**src/rtl/count_seq_pkg.sv**
```systemverilog
// Shared constants, FSM state type and the wrap-around step rule for the
// mod-12 counter sequencer and its reference model.
package count_seq_pkg;

    localparam int MODULUS = 12;
    localparam int DATA_W  = 4;
    localparam int STEPS_W = 8;

    localparam logic [DATA_W-1:0] MAX_COUNT = DATA_W'(MODULUS - 1);

    typedef enum logic [1:0] {
        IDLE = 2'd0,
        LOAD = 2'd1,
        RUN  = 2'd2,
        DONE = 2'd3
    } state_e;

    function automatic logic [DATA_W-1:0] next_count(input logic [DATA_W-1:0] value,
                                                     input logic              dir);
        logic [DATA_W-1:0] nxt;
        if (dir) begin
            nxt = (value == MAX_COUNT) ? {DATA_W{1'b0}} : value + DATA_W'(1);
        end else begin
            nxt = (value == {DATA_W{1'b0}}) ? MAX_COUNT : value - DATA_W'(1);
        end
        return nxt;
    endfunction

endpackage

```
**src/rtl/count_ref_model.sv**
```systemverilog
// Registered reference counter: takes the start value on load_i, then advances
// one wrap-aware step per cycle while step_i is high.
module count_ref_model
    import count_seq_pkg::*;
(
    input  logic              clk_i,
    input  logic              rst_ni,
    input  logic              load_i,
    input  logic [DATA_W-1:0] load_val_i,
    input  logic              step_i,
    input  logic              dir_i,
    output logic [DATA_W-1:0] exp_count_o
);

    logic [DATA_W-1:0] exp_q;

    // Expected-count register.
    always_ff @(posedge clk_i or negedge rst_ni) begin
        if (!rst_ni) begin
            exp_q <= {DATA_W{1'b0}};
        end else if (load_i) begin
            exp_q <= load_val_i;
        end else if (step_i) begin
            exp_q <= next_count(exp_q, dir_i);
        end else begin
            exp_q <= exp_q;
        end
    end

    assign exp_count_o = exp_q;

endmodule

```
**src/rtl/count_cmd_sequencer.sv**
```systemverilog
// Command sequencer for the mod-12 up/down counter: loads, runs and checks it.
// Define CMD_SEQ_ERR_CNT_EN to add the saturating err_count output.
module count_cmd_sequencer
    import count_seq_pkg::*;
(
    input  logic               clock,
    input  logic               resetn,
    input  logic               cmd_valid,
    output logic               cmd_ready,
    input  logic               cmd_up_down,
    input  logic [DATA_W-1:0]  cmd_start,
    input  logic [STEPS_W-1:0] cmd_steps,
    output logic               load,
    output logic [DATA_W-1:0]  din,
    output logic               up_down,
    input  logic [DATA_W-1:0]  count,
    output logic               busy,
    output logic               done,
    output logic               mismatch,
`ifdef CMD_SEQ_ERR_CNT_EN
    output logic [7:0]         err_count,
`endif
    output logic [DATA_W-1:0]  exp_count
);

    state_e             state_q;
    logic               load_q;
    logic [DATA_W-1:0]  din_q;
    logic               up_down_q;
    logic               busy_q;
    logic               done_q;
    logic               mismatch_q;
    logic [STEPS_W-1:0] remaining_q;

    logic               accept_s;
    logic               cmp_fail_s;
    logic [DATA_W-1:0]  start_d;
    logic [DATA_W-1:0]  exp_count_s;

    assign cmd_ready = (state_q == IDLE) && resetn;
    assign accept_s  = cmd_valid && cmd_ready;

    // Out-of-range start values are replaced by zero.
    always_comb begin
        if (cmd_start >= DATA_W'(MODULUS)) begin
            start_d = {DATA_W{1'b0}};
        end else begin
            start_d = cmd_start;
        end
    end

    // The counter is only compared while a command is running or finishing.
    always_comb begin
        if ((state_q == RUN) || (state_q == DONE)) begin
            cmp_fail_s = (count != exp_count_s);
        end else begin
            cmp_fail_s = 1'b0;
        end
    end

    count_ref_model u_ref (
        .clk_i       (clock),
        .rst_ni      (resetn),
        .load_i      (state_q == LOAD),
        .load_val_i  (din_q),
        .step_i      (state_q == RUN),
        .dir_i       (up_down_q),
        .exp_count_o (exp_count_s)
    );

    // Command FSM with all counter-drive and status outputs registered.
    always_ff @(posedge clock or negedge resetn) begin
        if (!resetn) begin
            state_q     <= IDLE;
            load_q      <= 1'b0;
            din_q       <= {DATA_W{1'b0}};
            up_down_q   <= 1'b1;
            busy_q      <= 1'b0;
            done_q      <= 1'b0;
            mismatch_q  <= 1'b0;
            remaining_q <= {STEPS_W{1'b0}};
        end else begin
            case (state_q)
                IDLE: begin
                    if (accept_s) begin
                        load_q      <= 1'b1;
                        din_q       <= start_d;
                        up_down_q   <= cmd_up_down;
                        remaining_q <= cmd_steps;
                        busy_q      <= 1'b1;
                        mismatch_q  <= 1'b0;
                        state_q     <= LOAD;
                    end
                end
                LOAD: begin
                    load_q <= 1'b0;
                    if (remaining_q == {STEPS_W{1'b0}}) begin
                        done_q  <= 1'b1;
                        state_q <= DONE;
                    end else begin
                        state_q <= RUN;
                    end
                end
                RUN: begin
                    remaining_q <= remaining_q - STEPS_W'(1);
                    if (remaining_q == STEPS_W'(1)) begin
                        done_q  <= 1'b1;
                        state_q <= DONE;
                    end
                end
                DONE: begin
                    done_q  <= 1'b0;
                    busy_q  <= 1'b0;
                    state_q <= IDLE;
                end
                default: begin
                    load_q  <= 1'b0;
                    busy_q  <= 1'b0;
                    done_q  <= 1'b0;
                    state_q <= IDLE;
                end
            endcase
            if (cmp_fail_s) begin
                mismatch_q <= 1'b1;
            end
        end
    end

`ifdef CMD_SEQ_ERR_CNT_EN
    logic [7:0] err_count_q;
    logic [7:0] err_count_d;

    // Saturating increment.
    always_comb begin
        if (err_count_q == 8'd255) begin
            err_count_d = err_count_q;
        end else begin
            err_count_d = err_count_q + 8'd1;
        end
    end

    // Failing-compare counter, restarted by each accepted command.
    always_ff @(posedge clock or negedge resetn) begin
        if (!resetn) begin
            err_count_q <= 8'd0;
        end else if (accept_s) begin
            err_count_q <= 8'd0;
        end else if (cmp_fail_s) begin
            err_count_q <= err_count_d;
        end else begin
            err_count_q <= err_count_q;
        end
    end

    assign err_count = err_count_q;
`else
    // Without the error counter, divergence is reported by mismatch alone.
`endif

    assign load      = load_q;
    assign din       = din_q;
    assign up_down   = up_down_q;
    assign busy      = busy_q;
    assign done      = done_q;
    assign mismatch  = mismatch_q;
    assign exp_count = exp_count_s;

endmodule

```
**config.mk**
```make
export PLATFORM = sky130hd
export DESIGN_NAME = count_cmd_sequencer
export DESIGN_NICKNAME = d
export VERILOG_FILES = /design/src/rtl/count_seq_pkg.sv /design/src/rtl/count_ref_model.sv /design/src/rtl/count_cmd_sequencer.sv
export SDC_FILE = /design/constraint.sdc
export NUM_CORES = 1
export LEC_CHECK = 0
export ABC_AREA = 1
export CAP_MARGIN = 20
export CORE_MARGIN = 5
export CORE_UTILIZATION = 45
export DETAILED_ROUTE_END_ITERATION = 10
export GPL_ROUTABILITY_DRIVEN = 0
export GPL_TIMING_DRIVEN = 0
export HOLD_SLACK_MARGIN = 0.15
export PLACE_DENSITY_LB_ADDON = 0.25
export SKIP_CTS_REPAIR_TIMING = 1
export SLEW_MARGIN = 15
export SYNTH_ARGS = -nofsm -noshare
export SYNTH_HDL_FRONTEND = slang
export SYNTH_SLANG_ARGS = --single-unit
```
**constraint.sdc**
```tcl
create_clock -name clock -period 2.9 [get_ports clock]
set_clock_uncertainty 0.05 [all_clocks]
set_input_delay 0.435 -clock clock [delete_from_list [all_inputs] [get_ports clock]]
set_output_delay 0.435 -clock clock [all_outputs]
set_load 0.005 [all_outputs]
```
==> images/class_map.png <==
Scale bar: 20 µm.
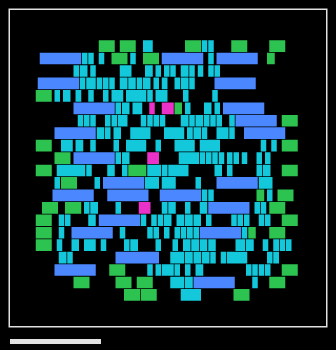
[magenta] clock drivers and dummy loads | cells: 4
[green] remaining buffers and delay cells | cells: 38
[cyan] remaining logic cells | cells: 199
[blue] sequential cells | cells: 23

==> images/clock_wires.png <==
Scale bar: 20 µm.
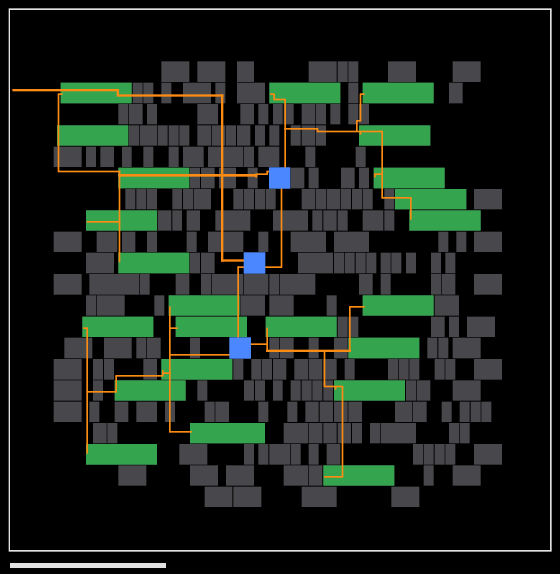
[green] flip-flops | count: 23
[blue] clock-net drivers | count: 3
[orange] clock wires | length: 288 µm
routed clock nets: 4

==> images/gates.png <==
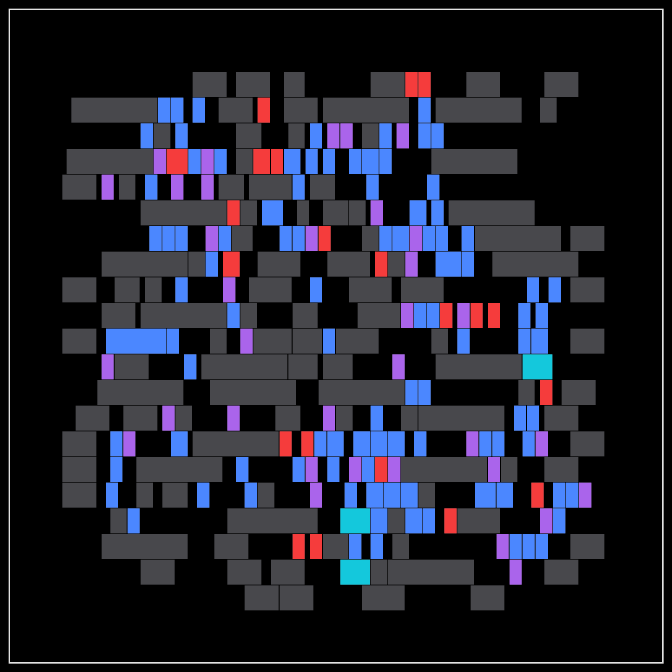
[purple] inv cells | cells: 34 | most used: inv_1
[blue] nand cells | cells: 97 | most used: nand2_1
[cyan] xor and xnor cells | cells: 3 | most used: xor2_1
[red] nor cells | cells: 21 | most used: nor2_1

==> images/ff_map.png <==
Scale bar: 20 µm. Other sequential cells in the stronger gray, the rest of the logic in the fainter gray.
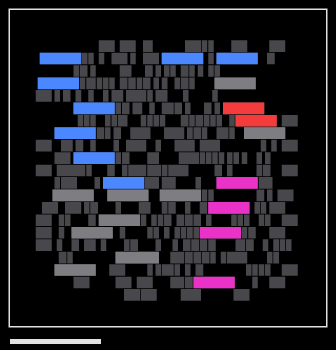
[magenta] u_ref.exp_count_o | flops: 4
[red] state_q | flops: 2
[blue] remaining_q | flops: 8

==> images/congestion_map.png <==
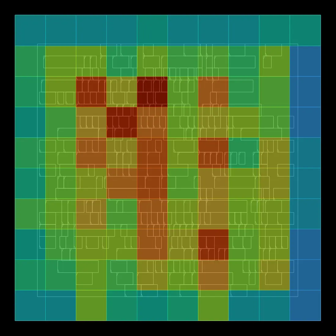
wire length per cell: 10.9 µm
most used routing layer: met2

==> flow_summary.html <==
<h3>Run summary</h3>
<table>
<tr><th>Metric</th><th>Value</th></tr>
<tr><th colspan="2">Global route</th></tr>
<tr><td>Aggregate global routing overflow</td><td>0</td></tr>
<tr><td>Pin count of the biggest net entering global routing</td><td>26</td></tr>
<tr><td>Vias in the first global route</td><td>1394</td></tr>
<tr><td>First-pass GRT wire length</td><td>5950 µm</td></tr>
<tr><td>Total routing usage reported by global routing</td><td>14.7%</td></tr>
<tr><th colspan="2">Placed design</th></tr>
<tr><td>Post-detailed-placement cell area</td><td>0.00195 mm²</td></tr>
<tr><th colspan="2">Timing</th></tr>
<tr><td>Final hold violation count</td><td>0</td></tr>
<tr><td>Final worst path period share</td><td>90.0%</td></tr>
<tr><td>Max Transition Viols Final</td><td>0</td></tr>
<tr><td>Post-route minimum period</td><td>2610 ps</td></tr>
<tr><td>Transition at the pin with the smallest max-transition slack</td><td>566 ps</td></tr>
<tr><td>Unrepaired setup endpoints after global routing</td><td>no</td></tr>
<tr><th colspan="2">Routing</th></tr>
<tr><td>Residual antenna-violating net count after detailed routing</td><td>0</td></tr>
<tr><td>Drt total wl</td><td>3390 µm</td></tr>
<tr><td>Iteration-0 DRC Markers</td><td>123</td></tr>
<tr><td>Post-detailed-route via-to-cell ratio</td><td>4.86</td></tr>
<tr><td>Via Count</td><td>1507</td></tr>
<tr><th colspan="2">Yosys</th></tr>
<tr><td>Instance count of the mapped netlist</td><td>226</td></tr>
<tr><td>Area of the mapped netlist</td><td>0.00157 mm²</td></tr>
<tr><td>Fraction of synthesis flops using an asynchronous set or reset pin</td><td>100%</td></tr>
<tr><td>Total number of yosys warnings</td><td>0</td></tr>
<tr><td>Count of flip-flops with a built-in enable after synthesis</td><td>0</td></tr>
<tr><td>Yosys Instances</td><td>226</td></tr>
<tr><td>Post-synthesis sequential area ratio</td><td>36.7%</td></tr>
<tr><td>Post-Syn Nets</td><td>256</td></tr>
<tr><td>Most common flop cell mapped by yosys</td><td>dfrtp_1</td></tr>
<tr><td>Area of the synthesized netlist per yosys stat</td><td>0.00157 mm²</td></tr>
<tr><td>#FFs+latches synth</td><td>23</td></tr>
<tr><td>Post-synthesis area per instance</td><td>6.95 µm²</td></tr>
<tr><td>Number of library cell types mapped by synthesis</td><td>27</td></tr>
<tr><th colspan="2">Layout</th></tr>
<tr><td>Most used logic cell in the final layout</td><td>nand2_1</td></tr>
<tr><td>Post-Layout Inst Area</td><td>0.00199 mm²</td></tr>
<tr><td>Antenna cell count</td><td>0</td></tr>
<tr><td>Top Layout Cells</td><td>nand2_1 (77), inv_1 (33), clkdlybuf4s50_1 (32)</td></tr>
<tr><td>Relative area change from synthesis to final layout</td><td>26.7%</td></tr>
<tr><td>Layout cell share with drive strength beyond 1</td><td>4.92%</td></tr>
<tr><td>Total Nets Final</td><td>295</td></tr>
<tr><th colspan="2">Clocking</th></tr>
<tr><td>Total number of clock tree sinks</td><td>23</td></tr>
<tr><td>H-tree Lvls</td><td>1</td></tr>
<tr><td>Clock tree from TritonCTS</td><td>built</td></tr>
<tr><td>Root cell of the clock tree</td><td>clkbuf_4</td></tr>
<tr><td>Maximum clock path buffer count</td><td>2</td></tr>
<tr><td>Clk latency late pin</td><td>300 ps</td></tr>
<tr><th colspan="2">Setup path</th></tr>
<tr><td>Biggest fanout along the worst timing path</td><td>25</td></tr>
<tr><td>Setup crit start kind</td><td>input port</td></tr>
<tr><td>Kind of cell with the highest combined delay on the critical path</td><td>buffers and inverters</td></tr>
<tr><td>Critical Path, Cell by Cell</td><td>dlygate4sd3_1 &gt; buf_2 &gt; nand2_1 &gt; inv_1 &gt; clkdlybuf4s50_1</td></tr>
<tr><td>Worst Path Buf+Inv</td><td>4</td></tr>
<tr><td>Data required, critical path</td><td>2410 ps</td></tr>
<tr><td>Endpoint kind of the worst setup timing path</td><td>output pin</td></tr>
<tr><td>CP Data Arrival Time</td><td>2130 ps</td></tr>
<tr><td>Worst setup path class</td><td>input port to output pin</td></tr>
<tr><th colspan="2">Job</th></tr>
<tr><td>Number of max-cap violations</td><td>0</td></tr>
<tr><td>Number of warnings in the stage logs</td><td>33</td></tr>
<tr><th colspan="2">Die</th></tr>
<tr><td>Number of rows created at floorplan</td><td>21</td></tr>
<tr><td>Width of the die</td><td>69.1 µm</td></tr>
<tr><td>Std-Cell Core Area</td><td>0.00336 mm²</td></tr>
<tr><td>Die ar.</td><td>0.00477 mm²</td></tr>
<tr><td>Fp util</td><td>46.7%</td></tr>
<tr><th colspan="2">Power</th></tr>
<tr><td>Leakage dissipation</td><td>1.01 nW</td></tr>
<tr><td>PwrDens</td><td>1030 mW/mm²</td></tr>
<tr><th colspan="2">Run status</th></tr>
<tr><td>Status</td><td>complete, no violations</td></tr>
</table>
[cells in the mapped netlist, types with 3 or more instances]
library cell	count	area, µm²
o21ai_1	6	30.0
buf_2	3	15.0
nor2_1	18	67.6
nand2_1	77	289
dfrtp_1	22	551
o21ai_0	13	65.1
nand3_1	16	80.1
ha_1	10	125
xor2_1	3	26.3
inv_1	33	124
a21oi_1	4	20.0
[registers in the layout, indices dropped and copies added, names as in the netlist]
register and flops:
remaining_q 8, busy 1, done 1, state_q 2, din 4, up_down 1
load 1, u_ref.exp_count_o 4, mismatch 1
[through the flow]
| step | TNS (ps) | power, mW | worst slack [ps] | instances |
|---|---|---|---|---|
| after CTS | 0 | 2.07 | 515 | 309 |
| after global placement | -61.8 | 1.89 | -61.8 | 305 |
| final | 0 | 2.06 | 289 | 310 |
| after global routing | 0 | 2.28 | 151 | 310 |
| after detailed placement | 0 | 1.91 | 767 | 305 |
| after floorplan | 0 | 1.48 | 1390 | 226 |
[layer usage]
layer  wire length [µm]  part of all wire (%)  vias up  track usage [%]
li1                   -                     -      795                -
met1               1640                    48      663             19.9
met2               1490                    44       47             23.5
met3                239                   7.1        2             2.76
met4                 21                  0.62        0             4.56
met5                  0                     0        -                0
[power by group]
part / internal [mW] / switching, mW / leakage (nW)
sequential: 0.488 / 0.132 / 0.277
combinational: 0.559 / 0.729 / 0.714
clock: 0.0536 / 0.0941 / 0.0150
total: 1.10 / 0.955 / 1.01
[tightest hold or removal path: cells and delay by family, from the launching register on]
family | cells | cell delay [ps]
flops | 1 | 360
simple gates | 2 | 100
[final cells by class]
type / instances / area [µm²] / share of cell area, %
buffer: 4 / 26.3 / 1.32
clock buffer: 4 / 26.3 / 1.32
inverter: 34 / 128 / 6.41
multi-input combinational: 165 / 841 / 42.2
sequential: 23 / 577 / 29.0
tap: 46 / 57.6 / 2.89
timing repair buffer: 34 / 335 / 16.8
[worst paths after layout]
kind                                         from                          to  slack [ps]  depth (start not counted)
min reg2reg                  mismatch$_DFFE_PN0P_        mismatch$_DFFE_PN0P_         430                          2
max reg2reg                state_q[0]$_DFFE_PN0P_  remaining_q[3]$_DFFE_PN0P_        1130                          8
max                                        resetn                   cmd_ready         290                          5
min                          mismatch$_DFFE_PN0P_        mismatch$_DFFE_PN0P_         430                          2
min in group asynchronous                  resetn  remaining_q[7]$_DFFE_PN0P_         590                          2
max in group asynchronous                  resetn         up_down$_DFFE_PN1P_        1830                          2
[cell families (layout without fill, tap and decap cells)]
family	count (synthesis)	in the layout	synth area share [%]
buffers and inverters	38	76	9.79
DFF	23	23	36.7
AOI/OAI and AO/OA	33	33	12.3
xor gates and xnor gates	3	3	1.67
and+or+nand+nor	119	119	31.6
adders and majority gates	10	10	7.96
Power and IR drop assume default switching activity.
